**Clock network drawn from the DEF**

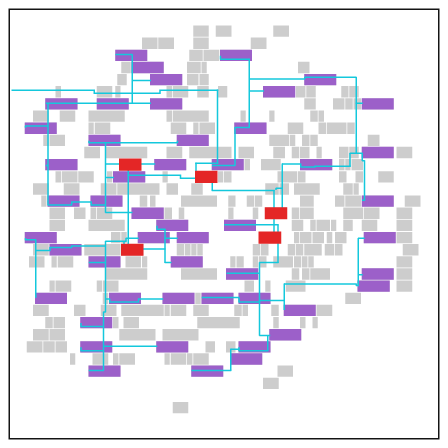
**Wire density map**

19 x 19 tiles, from black (low) to pale yellow (high), scaled to the fullest tile. Values are wire area over tile area, all layers added.
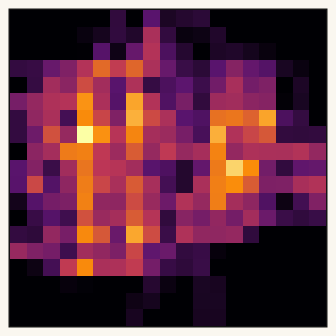
**Selected gate families**

The bar under the picture is 20 um long.
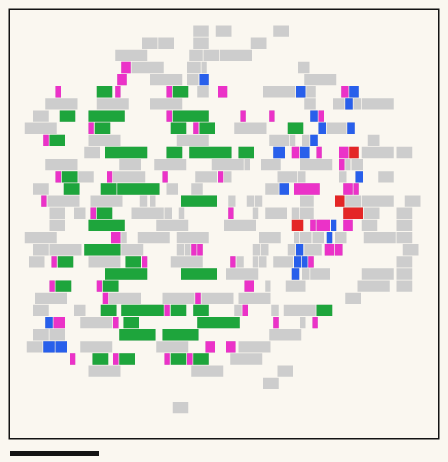
**Placed standard cells**

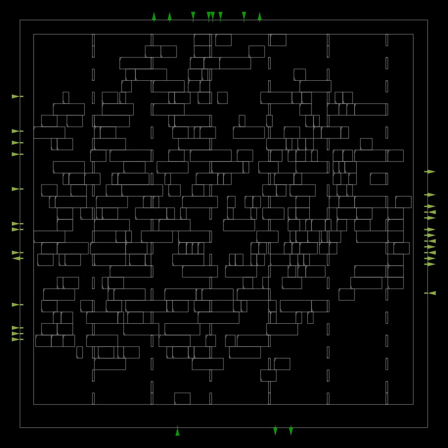
**src/rtl/song_pkg.sv**
```systemverilog
// Shared types and helpers for the multi-song limit table and playback sequencer.
package song_pkg;

    // Widest note-memory address the table entry can hold.
    localparam int SONG_ADDR_W_MAX = 16;

    // Sequencer states.
    typedef enum logic [0:0] {
        S_IDLE = 1'b0,
        S_PLAY = 1'b1
    } seq_state_e;

    // One table entry; the limit is kept zero-extended to the widest address.
    typedef struct packed {
        logic                       valid;
        logic [SONG_ADDR_W_MAX-1:0] limit;
    } song_entry_t;

    // Width of a song-slot index; always at least one bit.
    function automatic int song_w_f(input int num_songs);
        return (num_songs > 2) ? $clog2(num_songs) : 1;
    endfunction

    // Entry value after a record strobe: last-written, or running maximum.
    function automatic song_entry_t entry_record_f(
        input song_entry_t                cur,
        input logic [SONG_ADDR_W_MAX-1:0] addr,
        input logic                       track_max
    );
        song_entry_t nxt;
        nxt.valid = 1'b1;
        if (!track_max || !cur.valid || (addr > cur.limit)) begin
            nxt.limit = addr;
        end else begin
            nxt.limit = cur.limit;
        end
        return nxt;
    endfunction

endpackage

```
**src/rtl/song_play_seq.sv**
```systemverilog
// Playback sequencer: snapshots a song's limit at start and walks the read
// address from 0 up to that limit, once or looping.
module song_play_seq
    import song_pkg::*;
#(
    parameter int ADDR_W = 6
) (
    input  logic              clock,
    input  logic              reset,
    input  logic              play_start,
    input  logic              play_song_valid,
    input  logic [ADDR_W-1:0] play_song_limit,
    input  logic              play_loop,
    input  logic              play_stop,
    input  logic              note_tick,
    output logic [ADDR_W-1:0] play_addr,
    output logic              play_active,
    output logic              play_done
);

    seq_state_e        state_q, state_d;
    logic [ADDR_W-1:0] addr_q, addr_d;
    logic [ADDR_W-1:0] snap_q, snap_d;
    logic              loop_q, loop_d;
    logic              done_q, done_d;
    logic              at_end_s;

    assign at_end_s = (addr_q == snap_q);

    // State, snapshot, address and done-pulse registers.
    always_ff @(posedge clock) begin
        if (reset) begin
            state_q <= S_IDLE;
            addr_q  <= '0;
            snap_q  <= '0;
            loop_q  <= 1'b0;
            done_q  <= 1'b0;
        end else begin
            state_q <= state_d;
            addr_q  <= addr_d;
            snap_q  <= snap_d;
            loop_q  <= loop_d;
            done_q  <= done_d;
        end
    end

    // Next-state: stop beats start, start beats tick; invalid start lands in IDLE.
    always_comb begin
        state_d = state_q;
        case (state_q)
            S_IDLE: begin
                if (!play_stop && play_start && play_song_valid) begin
                    state_d = S_PLAY;
                end else begin
                    state_d = S_IDLE;
                end
            end
            S_PLAY: begin
                if (play_stop) begin
                    state_d = S_IDLE;
                end else if (play_start) begin
                    state_d = play_song_valid ? S_PLAY : S_IDLE;
                end else if (note_tick && at_end_s && !loop_q) begin
                    state_d = S_IDLE;
                end else begin
                    state_d = S_PLAY;
                end
            end
            default: state_d = S_IDLE;
        endcase
    end

    // Datapath: snapshot on accepted start, advance/wrap on tick, raise done at the end.
    always_comb begin
        addr_d = addr_q;
        snap_d = snap_q;
        loop_d = loop_q;
        done_d = 1'b0;
        if (play_stop) begin
            done_d = 1'b0;
        end else if (play_start) begin
            if (play_song_valid) begin
                addr_d = '0;
                snap_d = play_song_limit;
                loop_d = play_loop;
            end else begin
                done_d = 1'b1;
            end
        end else if ((state_q == S_PLAY) && note_tick) begin
            if (addr_q < snap_q) begin
                addr_d = addr_q + ADDR_W'(1'b1);
            end else if (loop_q) begin
                addr_d = '0;
            end else begin
                done_d = 1'b1;
            end
        end else begin
            done_d = 1'b0;
        end
    end

    assign play_addr   = addr_q;
    assign play_active = (state_q == S_PLAY);
    assign play_done   = done_q;

endmodule

```
**src/rtl/song_limit_table.sv**
```systemverilog
// Per-song end-address table with clear/record priority, a registered read
// port, and the playback sequencer that walks a selected song.
module song_limit_table
    import song_pkg::*;
#(
    parameter  int NUM_SONGS = 4,
    parameter  int ADDR_W    = 6,
    parameter  int TRACK_MAX = 0,
    localparam int SONG_W    = song_w_f(NUM_SONGS)
) (
    input  logic              clock,
    input  logic              reset,
    input  logic              rec_cs,
    input  logic [SONG_W-1:0] rec_song,
    input  logic [ADDR_W-1:0] rec_addr,
    input  logic              clean_limite,
    input  logic [SONG_W-1:0] clean_song,
    input  logic              play_start,
    input  logic [SONG_W-1:0] play_song,
    input  logic              play_loop,
    input  logic              play_stop,
    input  logic              note_tick,
    output logic [ADDR_W-1:0] play_addr,
    output logic              play_active,
    output logic              play_done,
    input  logic [SONG_W-1:0] rd_song,
    output logic [ADDR_W-1:0] rd_limit,
    output logic              rd_valid
);

    song_entry_t       entries_q [NUM_SONGS];
    song_entry_t       entries_d [NUM_SONGS];
    song_entry_t       play_ent_s;
    song_entry_t       rd_ent_s;
    logic [ADDR_W-1:0] rd_limit_q, rd_limit_d;
    logic              rd_valid_q, rd_valid_d;

    // Table update: a clear of a slot overrides a same-cycle record of that slot.
    always_comb begin
        entries_d = entries_q;
        for (int i = 0; i < NUM_SONGS; i++) begin
            if (clean_limite && (clean_song == SONG_W'(i))) begin
                entries_d[i] = '0;
            end else if (rec_cs && (rec_song == SONG_W'(i))) begin
                entries_d[i] = entry_record_f(entries_q[i], SONG_ADDR_W_MAX'(rec_addr),
                                              (TRACK_MAX != 0));
            end else begin
                entries_d[i] = entries_q[i];
            end
        end
    end

    // Read muxes from the current table, so a start sees the pre-write value.
    always_comb begin
        play_ent_s = '0;
        rd_ent_s   = '0;
        for (int i = 0; i < NUM_SONGS; i++) begin
            play_ent_s = (play_song == SONG_W'(i)) ? entries_q[i] : play_ent_s;
            rd_ent_s   = (rd_song == SONG_W'(i))   ? entries_q[i] : rd_ent_s;
        end
        rd_limit_d = rd_ent_s.limit[ADDR_W-1:0];
        rd_valid_d = rd_ent_s.valid;
    end

    // Table storage and registered read port.
    always_ff @(posedge clock) begin
        if (reset) begin
            entries_q  <= '{default: '0};
            rd_limit_q <= '0;
            rd_valid_q <= 1'b0;
        end else begin
            entries_q  <= entries_d;
            rd_limit_q <= rd_limit_d;
            rd_valid_q <= rd_valid_d;
        end
    end

    assign rd_limit = rd_limit_q;
    assign rd_valid = rd_valid_q;

    song_play_seq #(
        .ADDR_W (ADDR_W)
    ) u_seq (
        .clock           (clock),
        .reset           (reset),
        .play_start      (play_start),
        .play_song_valid (play_ent_s.valid),
        .play_song_limit (play_ent_s.limit[ADDR_W-1:0]),
        .play_loop       (play_loop),
        .play_stop       (play_stop),
        .note_tick       (note_tick),
        .play_addr       (play_addr),
        .play_active     (play_active),
        .play_done       (play_done)
    );

endmodule

```
**config.mk**
```make
export PLATFORM = sky130hd
export DESIGN_NAME = song_limit_table
export DESIGN_NICKNAME = d
export VERILOG_FILES = /design/src/rtl/song_pkg.sv /design/src/rtl/song_play_seq.sv /design/src/rtl/song_limit_table.sv
export SDC_FILE = /design/constraint.sdc
export NUM_CORES = 1
export LEC_CHECK = 0
export CAP_MARGIN = 0
export CORE_MARGIN = 3
export CORE_UTILIZATION = 30
export DETAILED_ROUTE_END_ITERATION = 10
export PLACE_DENSITY = 0.51
export SYNTH_ARGS = -nofsm -noshare
export SYNTH_HDL_FRONTEND = slang
export SYNTH_SLANG_ARGS = --single-unit
```
**constraint.sdc**
```tcl
create_clock -name clock -period 2.7 [get_ports clock]
set_input_delay 0.54 -clock clock [delete_from_list [all_inputs] [get_ports clock]]
set_output_delay 0.54 -clock clock [all_outputs]
set_load 0.02 [all_outputs]
```
==> run summary <==
The synthesis and PnR run went through. The flow ran to the end, and the final reports show no timing, DRC or antenna violations. Storage element area landed at 0.00100 mm^2. Per the layout area report, the combinational fraction of cell area is 44.4%. Per the repair_timing log after CTS, setup buffers inserted total 0. Clock transition at the register clock pins on the worst setup and hold paths after CTS landed at 100 ps. Wire length after detailed routing landed at 5750 um.

The final report lists a non-filler cell total of 378. Summing internal, switching and leakage power gives 1.37 mW. The synthesis report lists the Yosys warning total as 0. The cell sequence reported for the critical path is inv_1 > ha_1 > nand3b_1 > a2111oi_0 > nor3_4 > nand2b_1 > a21oi_1.

In this design, the largest share of critical-path delay is due to AND-OR/OR-AND gates. Nets still carrying antenna violations after routing amount to 0. Number of input and output port buffers inserted landed at 36.

Final non-filler cell area landed at 0.00299 mm^2. The chip area line in the Yosys stat output reads 0.00242 mm^2. Ranked by flip-flop count, first place goes to entries_q. In this run the vertical extent of the chip is 95.8 um. Fill cells in the final layout number 805.

Total area of multi-input combinational cells landed at 0.00133 mm^2. Counting along the longest clock path gives a buffer depth of 2. The setup path with the least slack is of type reg -> reg.

The worst hold path was traced through 2 stages. Via count normalized by instance count landed at 4.82. The first detailed-routing pass ran for 4 iterations. Including well taps, the total number of placed cells is 370. Looking at the critical path, the single cell with the biggest stage delay is sky130_fd_sc_hd__a2111oi_0.

Instance area after placement landed at 0.00291 mm^2. The worst setup path is launched from a register. The final timing report counts setup violations totalling 0. Following the worst setup path forward leads to its endpoint at u_seq.play_addr[1]. Count of vias placed by the detailed router landed at 1822. Initial core utilization landed at 31.2%. Logic depth along the worst register-to-register path is recorded as 7. Per the GRT congestion report, total overflow comes to 0. Looking at hold timing, the worst path starts from entries_q[16]. Number of cells produced by synthesis landed at 236. For this run, design rule violations remaining after detail routing come to 0. Per the timing report, the most critical flop-to-flop path originates at u_seq.play_addr[0].

Final number of hold-violating endpoints landed at 0. Tally of max-capacitance violations landed at 0. Total number of clock tree sinks landed at 50. Global-route met1 utilization landed at 17.9%. Setup repair after global routing left no endpoint under its margin. Synthesized area landed at 0.00242 mm^2. OpenSTA lists the critical path startpoint as u_seq.play_addr[0].

Per the synthesis report, the XOR/XNOR share of the synthesized area is 0%. Non-clock inverters in the final layout number 12. TritonCTS built the clock tree. In this run, post-CTS hold repair placed 0 buffers. Overall routing resource usage landed at 13.5%.

Aoi/oai-family share of the synthesized area landed at 8.99%. Per the OpenROAD power report, leakage power amounts to 1.23 nW. Net count of the finished layout landed at 304. Multiplexer fraction of the synthesized cell area landed at 25.1%.

Entering global routing, the biggest net connects 28 pins. Net switching power figure landed at 345 uW. Growth of design area from synthesis to finish landed at 23.6%. Share of the clock period used by the worst path after layout landed at 79.9%. The most used flip-flop cell after synthesis is sky130_fd_sc_hd__dfxtp_1.
-- 'clock network drawn from the DEF' (at the start) --
[clock wires] cyan | length: 686 um
[flip-flops] purple | count: 50
[cells driving clock nets] red | count: 5
routed clock nets: 6

-- 'wire density map' (at the start) --
nearly empty tiles: 30%
tiles over half the peak: 14%
mean over tiles: 0.097
emptiest ninth of the die: bottom right
fullest tile: 0.39

-- 'selected gate families' (at the start) --
[NAND gates] blue | cells: 21
[AND and OR gates] red | cells: 4 | where: right middle
[NOR gates] magenta | cells: 57
[multiplexers] green | cells: 41

-- 'placed standard cells' (at the start) --
end-of-flow core utilization: 38.5%
row count: 32
area of the core region: 0.00777 mm^2
fraction of area in registers: 33.4%
flop count: 50

Power figures rest on the tool's default switching activity, not on a simulated workload.
